--- src/rtl/keypad_pkg.sv ---
// rtl/keypad_pkg.sv - shared types, defaults and vector helpers for the keypad encoder
// Contents: FSM state enum, default parameter values, one-hot check and index encoder.
package keypad_pkg;

  // Widest key vector the helper functions accept.
  localparam int MAX_KEYS  = 32;
  localparam int KEY_IDX_W = 5;

  localparam int DEF_N_KEYS          = 10;
  localparam int DEF_CODE_W          = 4;
  localparam int DEF_DEBOUNCE_CYCLES = 16;
  localparam int DEF_REPEAT_DELAY    = 500;
  localparam int DEF_REPEAT_PERIOD   = 100;

  typedef enum logic [1:0] {
    ST_IDLE,
    ST_PRESSED,
    ST_MULTI,
    ST_RELEASE
  } kp_state_t;

  // True when exactly one bit is set.
  function automatic logic is_one_hot(input logic [MAX_KEYS-1:0] v);
    return (v != '0) && ((v & (v - 1'b1)) == '0);
  endfunction

  // Index of the lowest set bit; callers only use it on one-hot vectors.
  function automatic logic [KEY_IDX_W-1:0] key_index(input logic [MAX_KEYS-1:0] v);
    logic [KEY_IDX_W-1:0] idx;
    idx = '0;
    for (int i = MAX_KEYS - 1; i >= 0; i--) begin
      if (v[i]) idx = KEY_IDX_W'(i);
    end
    return idx;
  endfunction

endpackage

--- src/rtl/keypad_sync_debounce.sv ---
// rtl/keypad_sync_debounce.sv - two-flop synchroniser plus stability counter for the key lines
// Ports: clk, reset (async, active-high), clear (sync flush of all state), numpad (raw lines),
//        stable_vec (last accepted debounced vector), stable_valid (one-cycle pulse on a new stable_vec).
module keypad_sync_debounce
  import keypad_pkg::*;
#(
  parameter int N_KEYS          = DEF_N_KEYS,
  parameter int DEBOUNCE_CYCLES = DEF_DEBOUNCE_CYCLES
) (
  input  logic              clk,
  input  logic              reset,
  input  logic              clear,
  input  logic [N_KEYS-1:0] numpad,
  output logic [N_KEYS-1:0] stable_vec,
  output logic              stable_valid
);

  localparam int                CNT_W   = $clog2(DEBOUNCE_CYCLES);
  localparam logic [CNT_W-1:0]  CNT_MAX = CNT_W'(DEBOUNCE_CYCLES - 1);

  logic [N_KEYS-1:0] sync1;
  logic [N_KEYS-1:0] sync_vec;
  logic [N_KEYS-1:0] prev_vec;
  logic [CNT_W-1:0]  cnt;

  // clear flushes the synchroniser too, so a key held across clear needs the full latency again.
  always_ff @(posedge clk or posedge reset) begin
    if (reset) begin
      sync1        <= '0;
      sync_vec     <= '0;
      prev_vec     <= '0;
      cnt          <= '0;
      stable_vec   <= '0;
      stable_valid <= 1'b0;
    end else if (clear) begin
      sync1        <= '0;
      sync_vec     <= '0;
      prev_vec     <= '0;
      cnt          <= '0;
      stable_vec   <= '0;
      stable_valid <= 1'b0;
    end else begin
      sync1        <= numpad;
      sync_vec     <= sync1;
      prev_vec     <= sync_vec;
      stable_valid <= 1'b0;
      if (sync_vec != prev_vec) begin
        cnt <= '0;
      end else if (cnt != CNT_MAX) begin
        cnt <= cnt + 1'b1;
        // Only a vector that differs from the last accepted one is reported; a glitch that
        // settles back to the accepted vector stays invisible downstream.
        if (cnt == CNT_MAX - CNT_W'(1) && sync_vec != stable_vec) begin
          stable_vec   <= sync_vec;
          stable_valid <= 1'b1;
        end
      end
    end
  end

endmodule

--- src/rtl/keypad_debounce_encoder.sv ---
// rtl/keypad_debounce_encoder.sv - debounced keypad encoder with press strobe and multi-key flag
// Ports: clk, reset (async, active-high), enablen (active-low enable), numpad (raw key lines),
//        code (accepted key index), valid_datan (low while a single key is held),
//        key_strobe (one pulse per press/repeat), multi_key (high while several keys are held).
// Optional build macro: KEYPAD_AUTO_REPEAT_EN adds held-key auto-repeat strobes.
module keypad_debounce_encoder
  import keypad_pkg::*;
#(
  parameter int N_KEYS          = DEF_N_KEYS,
  parameter int CODE_W          = DEF_CODE_W,
  parameter int DEBOUNCE_CYCLES = DEF_DEBOUNCE_CYCLES,
  parameter int REPEAT_DELAY    = DEF_REPEAT_DELAY,
  parameter int REPEAT_PERIOD   = DEF_REPEAT_PERIOD
) (
  input  logic              clk,
  input  logic              reset,
  input  logic              enablen,
  input  logic [N_KEYS-1:0] numpad,
  output logic [CODE_W-1:0] code,
  output logic              valid_datan,
  output logic              key_strobe,
  output logic              multi_key
);

  if ((1 << CODE_W) < N_KEYS || N_KEYS > MAX_KEYS || DEBOUNCE_CYCLES < 2) begin : g_bad_cfg
    $error("keypad_debounce_encoder: invalid N_KEYS/CODE_W/DEBOUNCE_CYCLES");
  end
  if (REPEAT_DELAY < 1 || REPEAT_PERIOD < 1) begin : g_bad_repeat
    $error("keypad_debounce_encoder: repeat timing must be at least one cycle");
  end

  logic [N_KEYS-1:0] stable_vec;
  logic              stable_valid;
  logic              vec_one_hot;
  logic              vec_any;
  logic [CODE_W-1:0] vec_code;
  kp_state_t         state;

  keypad_sync_debounce #(
    .N_KEYS          (N_KEYS),
    .DEBOUNCE_CYCLES (DEBOUNCE_CYCLES)
  ) u_sync_debounce (
    .clk          (clk),
    .reset        (reset),
    .clear        (enablen),
    .numpad       (numpad),
    .stable_vec   (stable_vec),
    .stable_valid (stable_valid)
  );

  assign vec_one_hot = is_one_hot(MAX_KEYS'(stable_vec));
  assign vec_any     = |stable_vec;
  assign vec_code    = CODE_W'(key_index(MAX_KEYS'(stable_vec)));

`ifdef KEYPAD_AUTO_REPEAT_EN
  localparam int RPT_W = $clog2((REPEAT_DELAY > REPEAT_PERIOD) ? REPEAT_DELAY : REPEAT_PERIOD) + 1;
  logic [RPT_W-1:0] rpt_cnt;
  logic             rpt_done;  // first repeat already issued; later ones use REPEAT_PERIOD
`endif

  always_ff @(posedge clk or posedge reset) begin
    if (reset) begin
      state       <= ST_IDLE;
      code        <= '0;
      valid_datan <= 1'b1;
      key_strobe  <= 1'b0;
      multi_key   <= 1'b0;
`ifdef KEYPAD_AUTO_REPEAT_EN
      rpt_cnt     <= '0;
      rpt_done    <= 1'b0;
`endif
    end else if (enablen) begin
      state       <= ST_IDLE;
      valid_datan <= 1'b1;
      key_strobe  <= 1'b0;
      multi_key   <= 1'b0;
`ifdef KEYPAD_AUTO_REPEAT_EN
      rpt_cnt     <= '0;
      rpt_done    <= 1'b0;
`endif
    end else begin
      key_strobe <= 1'b0;
`ifdef KEYPAD_AUTO_REPEAT_EN
      // Cleared every cycle unless PRESSED holds with no new debounced vector.
      rpt_cnt  <= '0;
      rpt_done <= 1'b0;
`endif
      case (state)
        ST_IDLE: begin
          if (stable_valid) begin
            if (vec_one_hot) begin
              state       <= ST_PRESSED;
              code        <= vec_code;
              key_strobe  <= 1'b1;
              valid_datan <= 1'b0;
            end else if (vec_any) begin
              state     <= ST_MULTI;
              multi_key <= 1'b1;
            end
          end
        end
        ST_PRESSED: begin
          if (stable_valid) begin
            if (!vec_any) begin
              state       <= ST_RELEASE;
              valid_datan <= 1'b1;
            end else if (vec_one_hot) begin
              // Direct swap to another single key counts as a fresh press.
              code       <= vec_code;
              key_strobe <= 1'b1;
            end else begin
              state       <= ST_MULTI;
              valid_datan <= 1'b1;
              multi_key   <= 1'b1;
            end
          end
`ifdef KEYPAD_AUTO_REPEAT_EN
          else begin
            if ((!rpt_done && rpt_cnt == RPT_W'(REPEAT_DELAY - 1)) ||
                ( rpt_done && rpt_cnt == RPT_W'(REPEAT_PERIOD - 1))) begin
              key_strobe <= 1'b1;
              rpt_cnt    <= '0;
              rpt_done   <= 1'b1;
            end else begin
              rpt_cnt  <= rpt_cnt + 1'b1;
              rpt_done <= rpt_done;
            end
          end
`endif
        end
        ST_MULTI: begin
          if (stable_valid && !vec_any) begin
            state     <= ST_RELEASE;
            multi_key <= 1'b0;
          end
        end
        ST_RELEASE: begin
          state <= ST_IDLE;
        end
      endcase
    end
  end

endmodule

--- config.mk ---
export PLATFORM = sky130hd
export DESIGN_NAME = keypad_debounce_encoder
export DESIGN_NICKNAME = d
export VERILOG_FILES = /design/src/rtl/keypad_pkg.sv /design/src/rtl/keypad_sync_debounce.sv /design/src/rtl/keypad_debounce_encoder.sv
export SDC_FILE = /design/constraint.sdc
export NUM_CORES = 1
export LEC_CHECK = 0
export CELL_PAD_IN_SITES_DETAIL_PLACEMENT = 1
export CELL_PAD_IN_SITES_GLOBAL_PLACEMENT = 1
export CORE_ASPECT_RATIO = 1.75
export CORE_UTILIZATION = 25
export DETAILED_ROUTE_END_ITERATION = 12
export DONT_BUFFER_PORTS = 1
export PLACE_DENSITY_LB_ADDON = 0.1
export SETUP_SLACK_MARGIN = 0.1
export SYNTH_ARGS = -nofsm -noshare
export SYNTH_HDL_FRONTEND = slang
export SYNTH_SLANG_ARGS = --single-unit
--- constraint.sdc ---
create_clock -name clk -period 2.7 [get_ports clk]
set_clock_uncertainty 0.05 [all_clocks]
set_input_delay 0.54 -clock clk [delete_from_list [all_inputs] [get_ports clk]]
set_output_delay 0.54 -clock clk [all_outputs]
set_load 0.01 [all_outputs]
Figure 1. Drive-strength map.
(4 px per um)
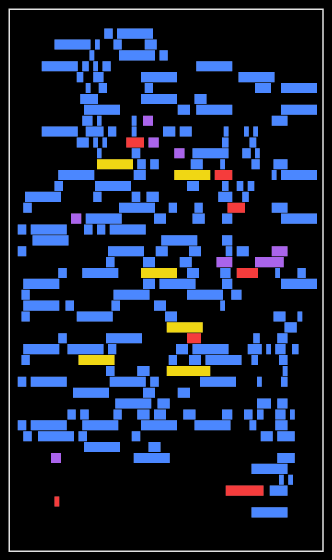
legend:
  purple:
    size: x3 and x4
    cells: 8
    share: 3.7%
  yellow:
    size: x6 and larger
    cells: 6
    share: 2.8%
  red:
    size: x2
    cells: 7
    share: 3.2%
  blue:
    size: x1 and smaller
    cells: 197
    share: 90%

==> impl_metrics.csv <==
group,metric,value,unit
status,outcome,"finished, final reports clean",
logic_synthesis,synth_area,2530,um2
finish,signal_buffers,4,
final_timing,rsz0062_at_grt,"no",
floorplan,die_h,135,um
floorplan,coreArea,9850,um2
worst_setup_path,cp_cell_sequence,"nor4_2 > nand2_1 > o21ai_1 > nand3b_4 > nor2_4 > mux2_1",
worst_setup_path,r2r_slack,0.44,ns
power,p_comb,64.7,uW
logic_synthesis,fa_ha_area_frac,0.0287,
logic_synthesis,dominantRegCellSynth,"dfrtp_1",
floorplan,die_width,78.1,um
logic_synthesis,top_cell,"dfrtp_1",
power,power-top-group,"registers",
finish,largest_class,"flip-flops and latches",
routing,first_iter_violations,61,
worst_setup_path,cp.buffers_inverters,0,
placement,hpwlAfterDp,3.88,mm
worst_setup_path,worst_ep_arrival_time,2.38,ns
power,p_int,1290,uW
routing,ant_nets,0,
worst_setup_path,worstSetupPathDepth,6,
cts,clk_pin_slew,0.07,ns
worst_setup_path,crit_family,"simple AND/OR/NAND/NOR gates",
power,power_density,586,nW/um2
finish,comb_cells,143,
finish,clkbuf_count,6,
logic_synthesis,yosysChipArea,2530,um2
global_route,antenna_found_initial,0,
logic_synthesis,ys_cells,219,
finish,n_fill_cell,1122,
worst_setup_path,end_kind,"flop",
finish,drive_above_1_share,0.0963,
worst_setup_path,slowest_stage,"nor4_2",
final_timing,fin_crit_sh,0.837,
cts,cts_root_buf,"clkbuf_16",
final_timing,setup-violations-final,0,
finish,sh_seq_area,0.484,
logic_synthesis,syn-num-nets,237,
floorplan,taps,125,
floorplan,rows,48,
floorplan,fp_util,0.257,
cts,postCtsSetupBuffers,0,
logic_synthesis,ys_sh_aoi,0.119,
worst_setup_path,worstSetupEndpoint,"code[3]",
logic_synthesis,topCellsByArea,"dfrtp_1 (52%), nor2b_1 (8.2%), xnor2_1 (3.8%), a22o_1 (3.5%), xor2_1 (3.5%)",
cts,cts_resized,0,
finish,regArea,1350,um2
finish,mi_logic_area,1050,um2
cts,cts_buffers,5,
global_route,grt_pass1_wl,8.87,mm
cts,clockBufferDepth,2,
logic_synthesis,synthCells,219,
final_timing,maxSlewHeadroom,0.550,
floorplan,ios,20,
routing,top_layer,"met4",
logic_synthesis,ys_seq_frac,0.534,
worst_setup_path,cp-startpoint,"u_sync_debounce.stable_vec[0]",
global_route,overflow,0,
final_timing,period_needed,2.26,ns
worst_setup_path,crit_required,2.82,ns
power,seq_power,839,uW
worst_setup_path,worstRegToRegCells,6,
cts,ctsHoldBuffers,0,
routing,drc,0,
logic_synthesis,avgSynthCellArea,11.6,um2
routing,drt-met1-wl,2.08,mm
global_route,grt_usage,0.113,
routing,wl,5.34,mm
finish,clkCellAreaFrac,0.0596,
finish,most-common-layout-cells,"dfrtp_1 (53), nor2b_1 (33), nor2_1 (11), xnor2_1 (11)",
routing,vias,1558,
cts,clock_latency,0.29,ns
power,p_leak,0.00128,uW
power,clk-power,732,uW
worst_setup_path,cpPeakStageDelay,0.50,ns
logic_synthesis,synthXorXnorAreaFrac,0.0727,
logic_synthesis,asyncSetResetFlopFracSynth,1.00,
finish,comb_area_share,0.378,
power,ir_worst_vdd,0.000333,V
final_timing,slew_viol_final,0,
logic_synthesis,ys_sh_mux,0.0213,
cts,h-tree-depth,2,
placement,port_buffers,0,
final_timing,worst_slew_pin_slew,0.673,ns
worst_setup_path,crit_type,"reg2reg",
Figure 2. Gate families picked out.
(4 px per um)
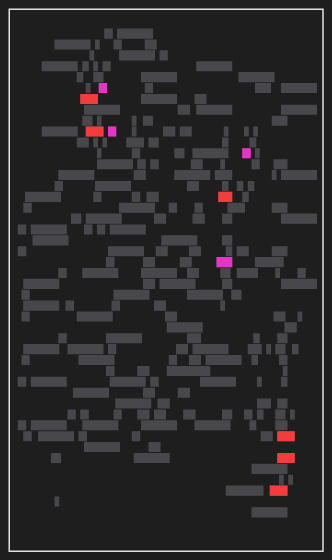
legend:
  red:
    family: fa/ha/maj cells
    cells: 6
    most_used: ha_1
    where: all over the die
  magenta:
    family: and/or cells
    cells: 4
    most_used: and3_1
    where: north

[cell families after synthesis]
family | count (synthesis)
mux | 5
compound gates | 38
fa+ha+maj | 6
simple gates | 73
xor+xnor | 21
flops | 54
buf+inv | 22
[through the flow]
| step | std cells | setup slack, ns | power, uW | hold slack, ns | instance area [um2] |
|---|---|---|---|---|---|
| 2_1_floorplan | 219 | 0.723 | 908 | 0.389 | 2530 |
| 3_3_place_gp | 335 | 0.386 | 924 | 0.394 | 2630 |
| 3_5_place_dp | 335 | 0.396 | 925 | 0.402 | 2630 |
| 4_1_cts | 343 | 0.379 | 1670 | 0.210 | 2790 |
| 5_1_grt | 343 | 0.226 | 1700 | 0.226 | 2790 |
| 6_report | 343 | 0.441 | 1640 | 0.172 | 2790 |
No activity file was given, so power comes from the tool's default toggle rates.
